**Run 1: drive-strength map**

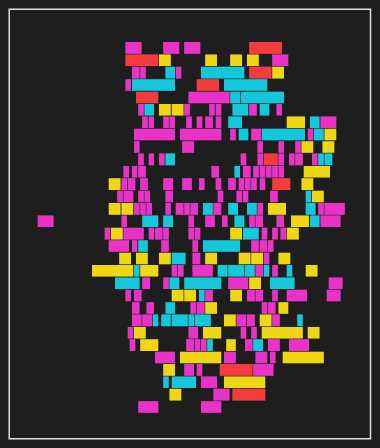
**Run 1: I/O nets highlighted**

Scale bar: 20 microns.
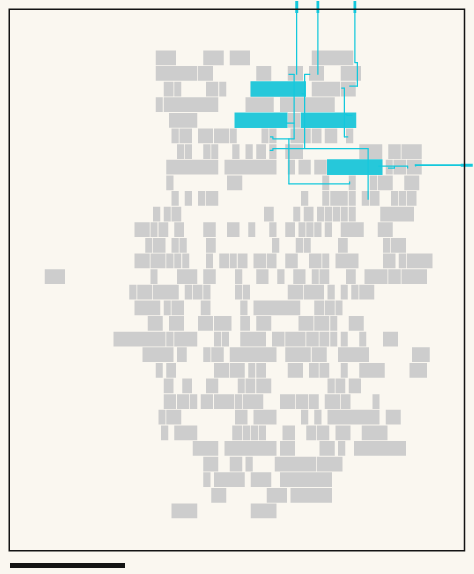
**Run 1: cell classes on the final placement**

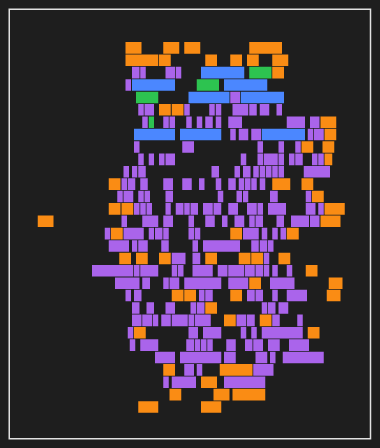
## src/rtl/pipelined_alu_acc.sv

```systemverilog
// rtl/pipelined_alu_acc.sv - runtime-opcode ALU with registered result, flags, handshake and accumulator mode
module pipelined_alu_acc #(
    parameter int             N        = 4,
    parameter logic [N-1:0]   ACC_INIT = '0
) (
    input  logic         clk,
    input  logic         rst_n,
    input  logic         in_valid,
    output logic         in_ready,
    input  logic [2:0]   op,
    input  logic         acc_mode,
    input  logic         acc_clr,
    input  logic [N-1:0] a,
    input  logic [N-1:0] b,
    output logic         out_valid,
    input  logic         out_ready,
    output logic [N-1:0] result,
    output logic         carry,
    output logic         zero,
    output logic         ovf
);

    typedef enum logic [2:0] {
        OP_ADD  = 3'd0,
        OP_OR   = 3'd1,
        OP_SUB  = 3'd2,
        OP_XOR  = 3'd3,
        OP_AND  = 3'd4,
        OP_SHL  = 3'd5,
        OP_SHR  = 3'd6,
        OP_PASS = 3'd7
    } op_e;

    logic [N-1:0] result_q, result_d;
    logic         carry_q, carry_d;
    logic         zero_q, zero_d;
    logic         ovf_q, ovf_d;
    logic         valid_q, valid_d;

    logic         accept;
    logic         consume;
    logic [N-1:0] op_a;
    logic [N:0]   sum;
    logic [N:0]   diff;
    logic [N:0]   shl_ext;
    logic [N:0]   shr_ext;
    logic [N-1:0] alu_res;
    logic         alu_carry;
    logic         alu_ovf;

    // Single-entry output stage: a new op may enter whenever the slot is empty or being drained.
    assign in_ready = !valid_q || out_ready;
    assign accept   = in_valid && in_ready;
    assign consume  = valid_q && out_ready;

    // In accumulator mode the registered result is operand A, so chained ops see the previous result.
    assign op_a    = acc_mode ? result_q : a;
    assign sum     = {1'b0, op_a} + {1'b0, b};
    assign diff    = {1'b0, op_a} - {1'b0, b};
    // One guard bit on each side captures the last bit shifted out (zero when the shift is zero).
    assign shl_ext = {1'b0, op_a} << b[1:0];
    assign shr_ext = {op_a, 1'b0} >> b[1:0];

    // Combinational ALU: result, carry/borrow and signed overflow for the selected opcode.
    always_comb begin
        alu_res   = '0;
        alu_carry = 1'b0;
        alu_ovf   = 1'b0;
        case (op_e'(op))
            OP_ADD: begin
                alu_res   = sum[N-1:0];
                alu_carry = sum[N];
                alu_ovf   = (op_a[N-1] == b[N-1]) && (sum[N-1] != op_a[N-1]);
            end
            OP_OR:  alu_res = op_a | b;
            OP_SUB: begin
                alu_res   = diff[N-1:0];
                alu_carry = diff[N];
                alu_ovf   = (op_a[N-1] != b[N-1]) && (diff[N-1] != op_a[N-1]);
            end
            OP_XOR: alu_res = op_a ^ b;
            OP_AND: alu_res = op_a & b;
            OP_SHL: begin
                alu_res   = shl_ext[N-1:0];
                alu_carry = shl_ext[N];
            end
            OP_SHR: begin
                alu_res   = shr_ext[N:1];
                alu_carry = shr_ext[0];
            end
            OP_PASS: alu_res = b;
            default: alu_res = '0;
        endcase
    end

    // Next state: clear beats accept, accept beats a plain drain; otherwise everything holds.
    always_comb begin
        result_d = result_q;
        carry_d  = carry_q;
        zero_d   = zero_q;
        ovf_d    = ovf_q;
        valid_d  = valid_q;
        if (acc_clr) begin
            result_d = ACC_INIT;
            carry_d  = 1'b0;
            zero_d   = (ACC_INIT == '0);
            ovf_d    = 1'b0;
            valid_d  = 1'b0;
        end else if (accept) begin
            result_d = alu_res;
            carry_d  = alu_carry;
            zero_d   = (alu_res == '0);
            ovf_d    = alu_ovf;
            valid_d  = 1'b1;
        end else if (consume) begin
            valid_d  = 1'b0;
        end
    end

    // Result/flag/valid registers with asynchronous reset to the accumulator's initial state.
    always_ff @(posedge clk or negedge rst_n) begin
        if (!rst_n) begin
            result_q <= ACC_INIT;
            carry_q  <= 1'b0;
            zero_q   <= (ACC_INIT == '0);
            ovf_q    <= 1'b0;
            valid_q  <= 1'b0;
        end else begin
            result_q <= result_d;
            carry_q  <= carry_d;
            zero_q   <= zero_d;
            ovf_q    <= ovf_d;
            valid_q  <= valid_d;
        end
    end

    assign result    = result_q;
    assign carry     = carry_q;
    assign zero      = zero_q;
    assign ovf       = ovf_q;
    assign out_valid = valid_q;

endmodule

```

## config.mk

```make
export PLATFORM = sky130hd
export DESIGN_NAME = pipelined_alu_acc
export DESIGN_NICKNAME = d
export VERILOG_FILES = /design/src/rtl/pipelined_alu_acc.sv
export SDC_FILE = /design/constraint.sdc
export NUM_CORES = 1
export LEC_CHECK = 0
export ABC_AREA = 1
export CAP_MARGIN = 20
export CORE_AREA = 5 5 74 89
export CTS_BUF_LIST = sky130_fd_sc_hd__clkbuf_8
export DETAILED_ROUTE_END_ITERATION = 7
export DIE_AREA = 0 0 79 94
export HOLD_SLACK_MARGIN = 0.06
export PLACE_DENSITY = 0.5
export SLEW_MARGIN = 20
export SYNTH_ARGS = -nofsm -noshare
export SYNTH_HDL_FRONTEND = slang
export SYNTH_SLANG_ARGS = --single-unit
```

## constraint.sdc

```tcl
create_clock -name clk -period 2.3 [get_ports clk]
set_input_delay 0.69 -clock clk [delete_from_list [all_inputs] [get_ports clk]]
set_output_delay 0.69 -clock clk [all_outputs]
set_load 0.1 [all_outputs]
```

==> run notes, run 1 <==
• 0.4556 GHz — Fmax
• 7426 sq um — area of the chip
• 24 — number of gates given a new drive strength after cts
• 75.35% — relative max-transition margin
• 100.0% — proportion of register bits with asynchronous set or reset after synthesis
• 1349 sq um — summed standard-cell area reported by yosys
• 40.94% — layout cell share with drive strength beyond 1
• 0.1050 ns — Final Worst Setup Slack
• 0 — post-route ant nets
• 0.23 ns — later-pin clock latency in the skew report
• 1349 sq um — synthesized area
• 95.43% — final critical-path share of the clock period
• 47.50% — fraction of the mapped netlist area in simple logic gates
• 5593 sq um — Placeable Area
• no — unrepaired setup endpoints after global routing
• 2 — maximum count of clock buffers along a single path
• carry — destination of the worst register-to-register timing path
• 24.12% — initial cell density of the core
• 25 — total of buffers placed on input and output ports
• 0% — share of synthesized area spent on multiplexers
• 17.81% — Adder-Cell Fraction of Synth Area
• 4216 microns — final wirelength
• 2.195 ns — final period demand of the worst path
• result[0] — launch instance of the worst register-to-register path
• 14.94% — share of synthesized area occupied by flip-flops and latches
• 26 — post-synth cell types
• 0.001734 ns — final worst clock skew
• flop — crit end category
• 1 — maximum level of the CTS H-tree
• 0 — final hold violation count
• clkbuf_8 — clock root buffer
• nand2_1, ha_1, dfrtp_1, nand3_1, inv_1 — top cells by area
• 206.4 sq um — Sequential cell area
• 0.2107 mV — worst supply voltage drop on vdd
• 1139 sq um — area taken by multi-input logic gates
• ovf — start point of the worst hold path
• 3 — number of clock buffers inserted by TritonCTS
• finished, final reports clean — run status
• 7265 microns — wire length of the first global-routing pass
• 0 — hold bufs inserted after CTS
• 30 — Placement Rows
• dfrtp_1 — Main synth FF type
• 253 — number of nets at floorplan
• 26 — I/O pin count
• 0 — initial antenna violation count
• 3473 microns — placed wire-length estimate after detailed placement
• 0 — number of violations of the max-capacitance limit
• flop to flop — HP Class
• 11.98% — GR Util All Layers
• 4 — DR pass1 iterations
• 218 — # Cells Yosys
• 0 — number of warning messages in the yosys log
• 0.8408 — global placer's final weighted congestion
• 0 — setup violators final
• 1 — Setup Fix Bufs, Post-CTS
• 396.0 nW/um^2 — Pwr Density
• nand2_1 — largest area contributor in the netlist
• ovf — Hold EP
• adder cells — cell family contributing the most delay on the critical path
• 1917 sq um — placed standard-cell area
• input pin to flop — startpoint-to-endpoint class of the critical path
• done — clock tree from TritonCTS
• 0.34 ns — FF-to-FF setup slack
• 58.16% — area growth from synthesis to final layout
• 16.98% — top cell type's share of synthesized area
• 1553 — number of global-route vias before repair
• 0 — count of antenna diodes in the layout
• 0.04 ns — clock edge transition at the registers on the reported setup and hold paths
• nand2_1, inv_1, nor2_1, nand3_1, ha_1 — Synth top cells by count
• 4 — count of buffering cells on the critical path with inverters included
• fa_2 — Max stage delay cell, worst path
• 0% — xor/xnor share
• acc_mode — Critical path origin
• 2133 sq um — cell area after layout
• 1.093 nW — static power due to leakage
• 79 microns — die x size
• 0.3686 ns — Worst Max-Slew Pin Slew
• 12 — pin count of the biggest net entering global routing
• 117 — number of DRC violations after detailed-routing iteration 0
• buf_4 -> o21ai_4 -> inv_2 -> ha_4 -> inv_4 -> fa_2 -> nand2_2 -> nand2_1 -> inv_1 -> nand2_2 -> nor2_2 -> nand2_1 -> nand2_2 -> nand3_2 -> nor2_2 — cell chain of the critical path
• 94 microns — chip height
• 0 — DR DRC count
• 15 — total stage count of the critical path
• 8 — clk sink count
• input pin — startpoint types
• nand2_2 — most common cell type on the critical path
• 2.47 ns — data required time of the critical path
• simple AND/OR/NAND/NOR gates — Top non-seq family
• 2 — Worst Hold Path Cells
• 40 — count of tool warnings
• zero — Setup crit end
• 2.36 ns — Critical Path AT
• 6.187 sq um — mean instance size in the synthesized netlist
• 4 — biggest fanout along the worst timing path
• nand2_1 — library cell with the highest instance count after synthesis
• 13 — depth of the worst register-to-register path
• 8.349% — share of synthesized cell area in and-or and or-and compound cells
• 0 — overflow left after global routing
• 218 — Gate Count Post-Synth
• 12.40 microns — post-DR wirelength/cell
• 4.565 — mean number of vias per cell
• 0 — post-synth tally of flip-flops with integrated enable
• 8 — synthesis-stage register bit count
• 591 — filler cell count in the final layout
• 1552 — via count
• 0.43 ns — worst stage delay on the critical path
• 312 — number of nets at the end of the flow
• -0.7759 ns — dpl ws
• 0 — final max-slew violation count
Notes on 'drive-strength map' above:
- x3 and x4: yellow (cells 51; most used buf_4)
- x1 and smaller: magenta (cells 163; most used nand2_1)
- x2: cyan (cells 53; most used nand2_2)
- x6 and larger: red (cells 9; most used buf_12)

Notes on 'I/O nets highlighted' above:
- `result`: cyan (bits 4; direction output; edge 3 top, 1 right; end cells 4; buffers 4; wire 140 microns)

Notes on 'cell classes on the final placement' above:
- remaining logic cells: purple (cells 207)
- clock drivers and dummy loads: green (cells 4)
- sequential cells: blue (cells 8)
- remaining buffers and delay cells: orange (cells 57)

[run 1: registers in the layout (all words and copies together), names as in the netlist]
name,cells
ovf,1
zero,1
result,4
out_valid,1
carry,1
[run 1: layer usage]
layer  GRT usage (%)  part of all wire (%)  up-vias
met3           1.536                   4.1        4
met5               0                     0        -
met2           22.33                    53       35
li1                -                     -      813
met4          0.8596                  0.81        0
met1           15.15                    42      700
[run 1: layout make-up]
type / count / area share [%]
multi-input cells: 172 / 53.37
repair buffers: 57 / 24.46
flip-flops and latches: 8 / 9.677
inverters: 35 / 6.628
well taps: 64 / 3.754
clock buffers: 3 / 1.935
clock inverters: 1 / 0.1760
[run 1: cells in the final DEF, fill, tap and decap left out, types with 4 or more instances in the layout]
| master | count |
|---|---|
| nand2_1 | 52 |
| buf_4 | 37 |
| inv_1 | 20 |
| nand3_1 | 18 |
| nor2_1 | 15 |
| nand2_2 | 14 |
| inv_2 | 12 |
| nand4_1 | 9 |
| ha_1 | 8 |
| clkdlybuf4s50_1 | 8 |
| nor2_2 | 7 |
| o21ai_1 | 6 |
| a21oi_1 | 6 |
| nand3_2 | 5 |
| ha_4 | 5 |
| o21ai_0 | 4 |
| dlymetal6s2s_1 | 4 |
| dfrtp_2 | 4 |
| buf_12 | 4 |
[run 1: per-stage QoR]
step	total power, mW	utilization (%)	TNS (ns)	cells	hold WS, ns
after floorplan	0.4417	-	-0.01026	218	0.3944
after global placement	0.6227	34.27	-3.833	334	0.4811
after detailed placement	0.6199	34.27	-3.848	334	0.4815
after CTS	0.8159	36.26	-0.06553	339	0.4942
after global routing	0.9134	38.14	0	340	0.5321
final	0.8447	38.14	0	340	0.4928
[run 1: report_power, final]
group	internal, mW	switching, mW
registers	0.157	0.00960
clock network	0.116	0.0562
logic	0.200	0.307
total	0.472	0.373
**Run 1: placement density heat map**

The die is cut into 8 by 9 equal tiles; black is low, pale yellow is high, 0 to 100% covered.
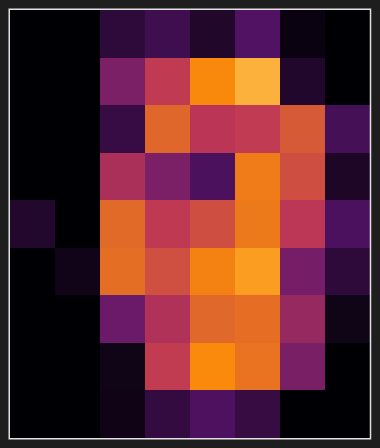

--- run 2 (diff from run 1) ---
--- a/config.mk
+++ b/config.mk
@@ -7,12 +7,12 @@
 export LEC_CHECK = 0
 export ABC_AREA = 1
 export CAP_MARGIN = 20
-export CORE_AREA = 5 5 74 89
+export CORE_AREA = 5 5 60 72
 export CTS_BUF_LIST = sky130_fd_sc_hd__clkbuf_8
 export DETAILED_ROUTE_END_ITERATION = 7
-export DIE_AREA = 0 0 79 94
+export DIE_AREA = 0 0 65 77
 export HOLD_SLACK_MARGIN = 0.06
-export PLACE_DENSITY = 0.5
+export PLACE_DENSITY = 0.69
 export SLEW_MARGIN = 20
 export SYNTH_ARGS = -nofsm -noshare
 export SYNTH_HDL_FRONTEND = slang
==> constraint.sdc (replaced) <==
create_clock -name clk -period 2.6 [get_ports clk]
set_input_delay 0.78 -clock clk [delete_from_list [all_inputs] [get_ports clk]]
set_output_delay 0.78 -clock clk [all_outputs]
set_load 0.1 [all_outputs]
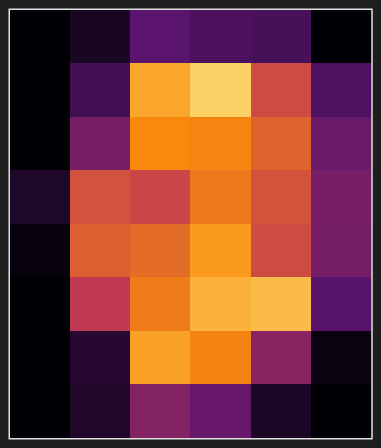
**Above:** run 2 (placement density heat map).
The die is cut into 6 by 8 equal tiles; black is low, pale yellow is high, 0 to 100% covered.
- tiles over 75% full: 13%
- nearly empty tiles: 19%
- emptiest ninth of the die: upper left
- fullest tile: 90%

==> run 2 against run 1 <==
Against the previous run: design area is 11% lower; synthesized area stayed put; total power is 18% lower; highest routed layer unchanged; sequential share of layout area is 0.88 points higher; largest cell class unchanged; final cell count is 9.1% lower; setup slack worse by 0.0074 ns; critical path type unchanged; largest power group unchanged.
==> run notes, run 2 <==
• finished, final reports clean — run status
• done — clock tree from TritonCTS
• 25 — total of buffers placed on input and output ports, unchanged
• zero — Setup crit end
• 100.0% — proportion of register bits with asynchronous set or reset after synthesis, unchanged
• 3830 microns — final wirelength, -9.2%
• 4 — biggest fanout along the worst timing path, unchanged
• 0 — number of warning messages in the yosys log, unchanged
• 14.94% — share of synthesized area occupied by flip-flops and latches, unchanged
• met2 — most used routing layer
• 56.9% — combinational share of power, -3.1 points
• input pin to flop — startpoint-to-endpoint class of the critical path
• combinational logic — main power-consuming group
• 0.004945 ns — final worst clock skew, +0.003210 ns
• 218 — Gate Count Post-Synth, unchanged
• 1349 sq um — synthesized area, unchanged
• 2.67 ns — Critical Path AT, +0.31 ns
• 20.9% — fraction of power consumed by sequential logic, +1.2 points
• 76.48% — relative max-transition margin, +1.1 points
• 1454 — number of global-route vias before repair, -6.4%
• 23.34% — signal buffers share of area, -1.1 points
• 304 — number of placed instances, taps included, -9.0%
• 6396 microns — wire length of the first global-routing pass, -12%
• 8 — flip-flops, unchanged
• 4 — flip-flop count of the largest register, all copies and words added, unchanged
• 15.79% — GR Util All Layers, +3.8 points
• 0 — overflow left after global routing, unchanged
• 2.778% — met3 GRT Util, +1.2 points
• 0 — setup violators final, unchanged
• flop — crit end category
• 0.6914 mW — Pwr Total, -18%
• 22.1% — part of the total power dissipated in the clock network, +1.8 points
• 12.39 microns — post-DR wirelength/cell, about the same
• 26 — I/O pin count, unchanged
• nand2_1, ha_1, dfrtp_1, nand3_1, inv_1 — top cells by area
• 16.98% — top cell type's share of synthesized area, unchanged
• 0.9105 — global placer's final weighted congestion, +8.3%
• 0 — final max-slew violation count, unchanged
• 0.3075 mW — switching power, -18%
• dfrtp_1 — Main synth FF type
• 3 — number of clock buffers inserted by TritonCTS, unchanged
• 10.56% — proportion of cell area occupied by registers, +0.88 points
• 53.40% — share of the core filled with cells in the final layout, +15 points
• result[0] — launch instance of the worst register-to-register path
• 0 — post-route ant nets, unchanged
• 0.394 mW — Combinational Power, -22%
• 309 — non-filler instance count after layout, -9.1%
• input pin — startpoint types
• 1349 sq um — summed standard-cell area reported by yosys, unchanged
• 41 — number of DRC violations after detailed-routing iteration 0, -65%
• 0 ns — accumulated negative setup slack, unchanged
• 44.48% — switching part of the total, +0.35 points
• 40 — count of tool warnings, unchanged
• 35 — Non-clk invs, unchanged
• nand2_1 — largest area contributor in the netlist
• 0 — initial antenna violation count, unchanged
• 0.23 ns — later-pin clock latency in the skew report, about the same
• 27.94% — GR Util met2, +5.6 points
• 0.04 ns — clock edge transition at the registers on the reported setup and hold paths, about the same
• 4 — DR pass1 iterations, unchanged
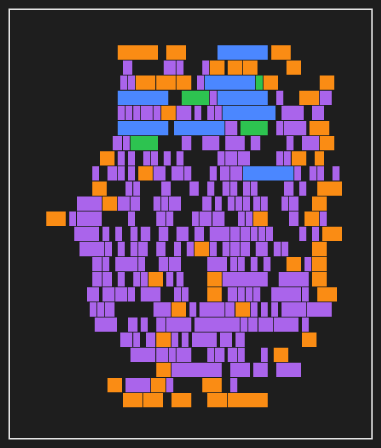
**Above:** run 2 (cell classes on the final placement).
- remaining buffers and delay cells: orange (cells 51)
- remaining logic cells: purple (cells 207)
- sequential cells: blue (cells 8)
- clock drivers and dummy loads: green (cells 4)

-- run 2: logic make-up (layout without fill, tap and decap cells) --
family,count (synthesis),after routing,synth area share [%]
compound gates,21,21,8.349
buf+inv,38,90,11.41
flops,8,8,14.94
simple gates,133,133,47.50
fa+ha+maj,18,18,17.81
-- run 2: per-stage QoR --
stage / instance area [sq um] / hold slack, ns
CTS: 1881 / 0.4810
finish: 1908 / 0.4753
floorplan: 1351 / 0.4844
detailed placement: 1818 / 0.4752
global route: 1908 / 0.5292
global placement: 1818 / 0.4651
-- run 2: layer usage --
metal | up-vias | routed length (microns) | share of wire, %
li1 | 799 | - | -
met1 | 677 | 1593 | 42
met2 | 46 | 1987 | 52
met3 | 4 | 213 | 5.6
met4 | 0 | 37 | 0.97
met5 | - | 0 | 0
-- run 2: worst min-delay path by stage --
stage / start / to / slack (ns)
6_report: ovf / ovf / 0.48
5_1_grt: carry / carry / 0.53
4_1_cts: ovf / ovf / 0.48
3_5_place_dp: ovf / ovf / 0.48
3_3_place_gp: ovf / ovf / 0.47
2_1_floorplan: rst_n / carry / 0.48
-- run 2: worst max-delay path, cell delays in order --
cell and delay (ns):
clkdlybuf4s50_1 0.46, inv_1 0.04, nand2_1 0.07, nand2_1 0.08
inv_1 0.18, fa_2 0.46, nand2_1 0.06, nand2_1 0.05
inv_1 0.05, nand2_1 0.04, nor2_1 0.11, nand2_1 0.08
nand2_2 0.07, nand3_2 0.07, nor2_2 0.07
-- run 2: timing repair --
action / 4_1_cts / 5_1_grt
pin swaps: 3 / 6
hold endpoints to repair: 0 / 0
setup endpoints to repair: 6 / 5
gates resized: 5 / 13
buffers inserted: 1 / 0
hold buffers: 0 / 0
**Run 2: routing congestion map**

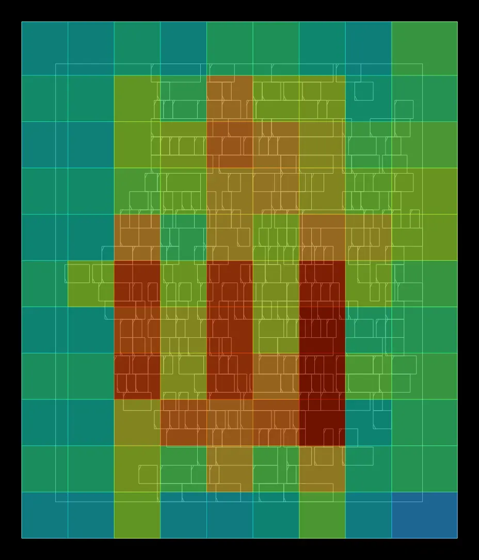

--- run 3 (diff from run 2) ---
--- a/config.mk
+++ b/config.mk
@@ -6,13 +6,13 @@
 export NUM_CORES = 1
 export LEC_CHECK = 0
 export ABC_AREA = 1
-export CAP_MARGIN = 20
-export CORE_AREA = 5 5 60 72
+export CAP_MARGIN = 10
+export CORE_AREA = 5 5 52 63
 export CTS_BUF_LIST = sky130_fd_sc_hd__clkbuf_8
 export DETAILED_ROUTE_END_ITERATION = 7
-export DIE_AREA = 0 0 65 77
+export DIE_AREA = 0 0 57 68
 export HOLD_SLACK_MARGIN = 0.06
-export PLACE_DENSITY = 0.69
+export PLACE_DENSITY = 0.87
 export SLEW_MARGIN = 20
 export SYNTH_ARGS = -nofsm -noshare
 export SYNTH_HDL_FRONTEND = slang
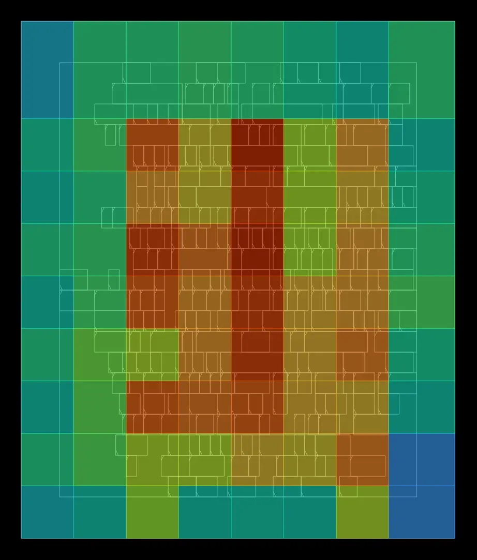
**Above:** run 3 (routing congestion map).
GR Util met2: 39.57%
met3 GRT Util: 3.208%
GR Util All Layers: 20.20%

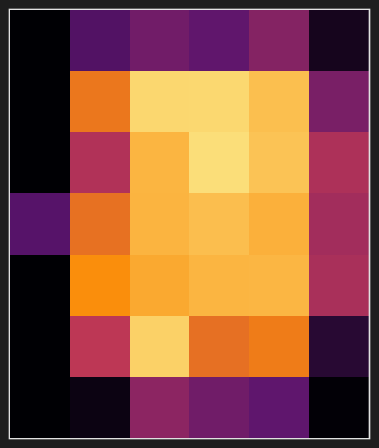
**Above:** run 3 (placement density heat map).
The die is cut into 6 by 7 equal tiles; black is low, pale yellow is high, 0 to 100% covered.
- mean over tiles: 47%
- densest ninth of the die: center
- nearly empty tiles: 17%
- tiles over 75% full: 33%
- emptiest ninth of the die: lower left

==> run 3 against run 2 <==
Against the previous run: critical path type unchanged; synthesized area unchanged; die size down 23%; largest cell class unchanged; setup slack worse by 0.024 ns; non-clock buffer count down 2; design area down 1.5%; global-route usage up 4.4 points; critical path depth down 4.
==> run notes, run 3 <==
• 68 microns — chip height
• 39.33% — area growth from synthesis to final layout
• 4 — flip-flop count of the largest register, all copies and words added, unchanged
• met2 — most used routing layer
• 0 — post-route ant nets, unchanged
• input pin to flop — startpoint-to-endpoint class of the critical path
• 0 — overflow left after global routing, unchanged
• 1 — maximum level of the CTS H-tree
• 8 — synthesis-stage register bit count
• 1041 sq um — area taken by multi-input logic gates
• 13 — depth of the worst register-to-register path
• 0.4762 ns — post-route worst hold slack, +0.0008540 ns
• 2680 sq um — Placeable Area
• 0.55 ns — FF-to-FF setup slack
• 0 — number of violations of the max-capacitance limit
• 2.527 ns — final period demand of the worst path
• 0 — setup violators final, unchanged
• nand2_1 — library cell with the highest instance count after synthesis
• 1.006 nW — static power due to leakage
• 5.331 — mean number of vias per cell
• 0.53 ns — worst stage delay on the critical path, +0.07 ns
• 3 — number of clock buffers inserted by TritonCTS, unchanged
• 13.31 microns — post-DR wirelength/cell, +7.4%
• 0.07342 ns — Final Worst Setup Slack
• 0 — count of antenna diodes in the layout
• 57 microns — die x size
• nand2_1, ha_1, dfrtp_1, nand3_1, inv_1 — top cells by area
• 3072 microns — placed wire-length estimate after detailed placement
• 0 — post-synth tally of flip-flops with integrated enable
• 1464 — number of global-route vias before repair, +0.69%
• 4 — DR pass1 iterations, unchanged
• 0 ns — accumulated negative setup slack, unchanged
• 0.3958 GHz — Fmax
• 201.4 sq um — Sequential cell area
• 1349 sq um — summed standard-cell area reported by yosys, unchanged
• flop — crit end category
• 3 — biggest fanout along the worst timing path, -1
• 0 — DR DRC count
• input pin — startpoint types
• 0 — initial antenna violation count, unchanged
• 0 — hold bufs inserted after CTS, unchanged
• clkdlybuf4s50_1 -> ha_2 -> inv_2 -> fa_2 -> nor2_1 -> nor2_1 -> a21oi_1 -> nand4_1 -> nand2_2 -> a21oi_2 -> nor2_2 — cell chain of the critical path
• 371.8 nW/um^2 — Pwr Density
• 8 — clk sink count
• 20.7% — fraction of power consumed by sequential logic, -0.2 points
• 25 — total of buffers placed on input and output ports, unchanged
• 26 — I/O pin count, unchanged
• 3876 sq um — area of the chip
• 45.65% — switching part of the total, +1.2 points
• 6265 microns — wire length of the first global-routing pass, -2.0%
• b[0] — Critical path origin
• 218 — # Cells Yosys
• 0.9291 — global placer's final weighted congestion, +2.0%
• 16.98% — top cell type's share of synthesized area, unchanged
• nand2_1 — leading cell type in the layout, fill and taps excluded
• 39 — count of tool warnings, -2.5%
• 0.23 ns — later-pin clock latency in the skew report, about the same
• nand2_1 — largest area contributor in the netlist
• 2.77 ns — data required time of the critical path
• 56.9% — combinational share of power, about the same
• result[0] — launch instance of the worst register-to-register path
• 21 — Placement Rows
• 1349 sq um — synthesized area, unchanged
• 100.0% — proportion of register bits with asynchronous set or reset after synthesis, unchanged
• 0.4968 ns — Worst Max-Slew Pin Slew
• 0.3797 mW — internal power contribution
• 295 — number of placed instances, taps included, -3.0%
• 0.04 ns — clock edge transition at the registers on the reported setup and hold paths, about the same
• 26 — post-synth cell types
• 210 — filler cell count in the final layout
• 4020 microns — final wirelength, +5.0%
• 302 — non-filler instance count after layout, -2.3%
• flop to flop — HP Class
• 6.187 sq um — mean instance size in the synthesized netlist
• 0 — final max-slew violation count, unchanged
• dfrtp_1 — Main synth FF type
• 70.12% — share of the core filled with cells in the final layout, +17 points
• 22.4% — part of the total power dissipated in the clock network, +0.3 points
• buffers and inverters — cell family contributing the most delay on the critical path
• 2 — count of buffering cells on the critical path with inverters included, -2
• 218 — Gate Count Post-Synth, unchanged
• 0.3190 mW — switching power, +3.7%
• clkbuf_8 — clock root buffer
• 0.3503 mV — worst supply voltage drop on vdd
• 2.69 ns — Critical Path AT, +0.02 ns
• 23.66% — global-route met1 utilization
• 89 — number of DRC violations after detailed-routing iteration 0, +120%
• 304 — number of nets at the end of the flow
• 1879 sq um — cell area after layout, -1.5%
• done — clock tree from TritonCTS
• 0 — final hold violation count
• 97.18% — final critical-path share of the clock period
• 14.94% — share of synthesized area occupied by flip-flops and latches, unchanged
• 253 — number of nets at floorplan
• 2 — maximum count of clock buffers along a single path
• nor2_1 — most common cell type on the critical path
• nand2_1, inv_1, nor2_1, nand3_1, ha_1 — Synth top cells by count
• 0 — number of warning messages in the yosys log, unchanged
• 1610 — via count
• -0.4736 ns — dpl ws
• 12 — pin count of the biggest net entering global routing
• 11 — total stage count of the critical path, -4
• 0.001595 ns — final worst clock skew, -0.003349 ns
• 66.78% — relative max-transition margin, -9.7 points
• zero — destination of the worst register-to-register timing path
• zero — Setup crit end
• 0.6987 mW — Pwr Total, +1.1%
• 31.34% — layout cell share with drive strength beyond 1
• nand2_1, buf_4, inv_1, nor2_1, nand3_1 — most common logic cells in the final layout
• finished, final reports clean — run status
• clkdlybuf4s50_1 — Max stage delay cell, worst path
• 1769 sq um — placed standard-cell area, -2.7%
• 50.33% — initial cell density of the core
run 3: cell counts after synthesis:
Identical to the previous run, type by type.
run 3: worst register-to-register path, delay by kind of cell, from the launching register on:
kind,cells,cell delay (ns)
and+or+nand+nor,6,0.65
DFF,1,0.38
buffers and inverters,2,0.10
AOI/OAI and AO/OA,3,0.31
adders and majority gates,2,0.54
run 3: cell families (layout without fill, tap and decap cells):
logic type | Yosys count | count (layout) | synth area share (%)
AOI/OAI and AO/OA | 21 | 21 | 8.349
and+or+nand+nor | 133 | 133 | 47.50
adders and majority gates | 18 | 18 | 17.81
DFF | 8 | 8 | 14.94
buffers and inverters | 38 | 88 | 11.41
run 3: power groups by stage:
stage                     combinational [mW]  clock [mW]  sequential [mW]
after CTS                              0.382       0.157            0.144
after global placement                 0.364           0            0.146
final                                  0.398       0.157            0.144
after global routing                   0.429       0.166            0.146
after detailed placement               0.370           0            0.146
after floorplan                        0.168           0            0.222
run 3: metal layers:
metal	part of all wire, %	wire, microns
met5	0	0
met4	0.92	37
met3	5.5	223
met2	53	2135
met1	40	1625
run 3: worst min path at each step:
stage | start | endpoint | slack (ns) | depth (start not counted)
6_report | ovf | ovf | 0.48 | 2
5_1_grt | ovf | ovf | 0.51 | 2
4_1_cts | ovf | ovf | 0.48 | 2
3_5_place_dp | ovf | ovf | 0.47 | 2
3_3_place_gp | ovf | ovf | 0.47 | 2
2_1_floorplan | rst_n | carry | 0.48 | 0
run 3: timing repair:
action,CTS,global route
cloned,0,0
gates resized,8,17
setup buffers,3,0
pin swaps,3,7
endpoints found under the setup margin,6,6
run 3: cell type report:
class | count | share of cell area [%]
clock buffer | 3 | 2.197
clock inverter | 1 | 0.1997
sequential | 8 | 10.72
tap | 34 | 2.264
multi-input combinational | 172 | 55.39
inverter | 35 | 6.991
timing repair buffer | 49 | 22.24
Power is estimated from default activity; no workload was simulated.
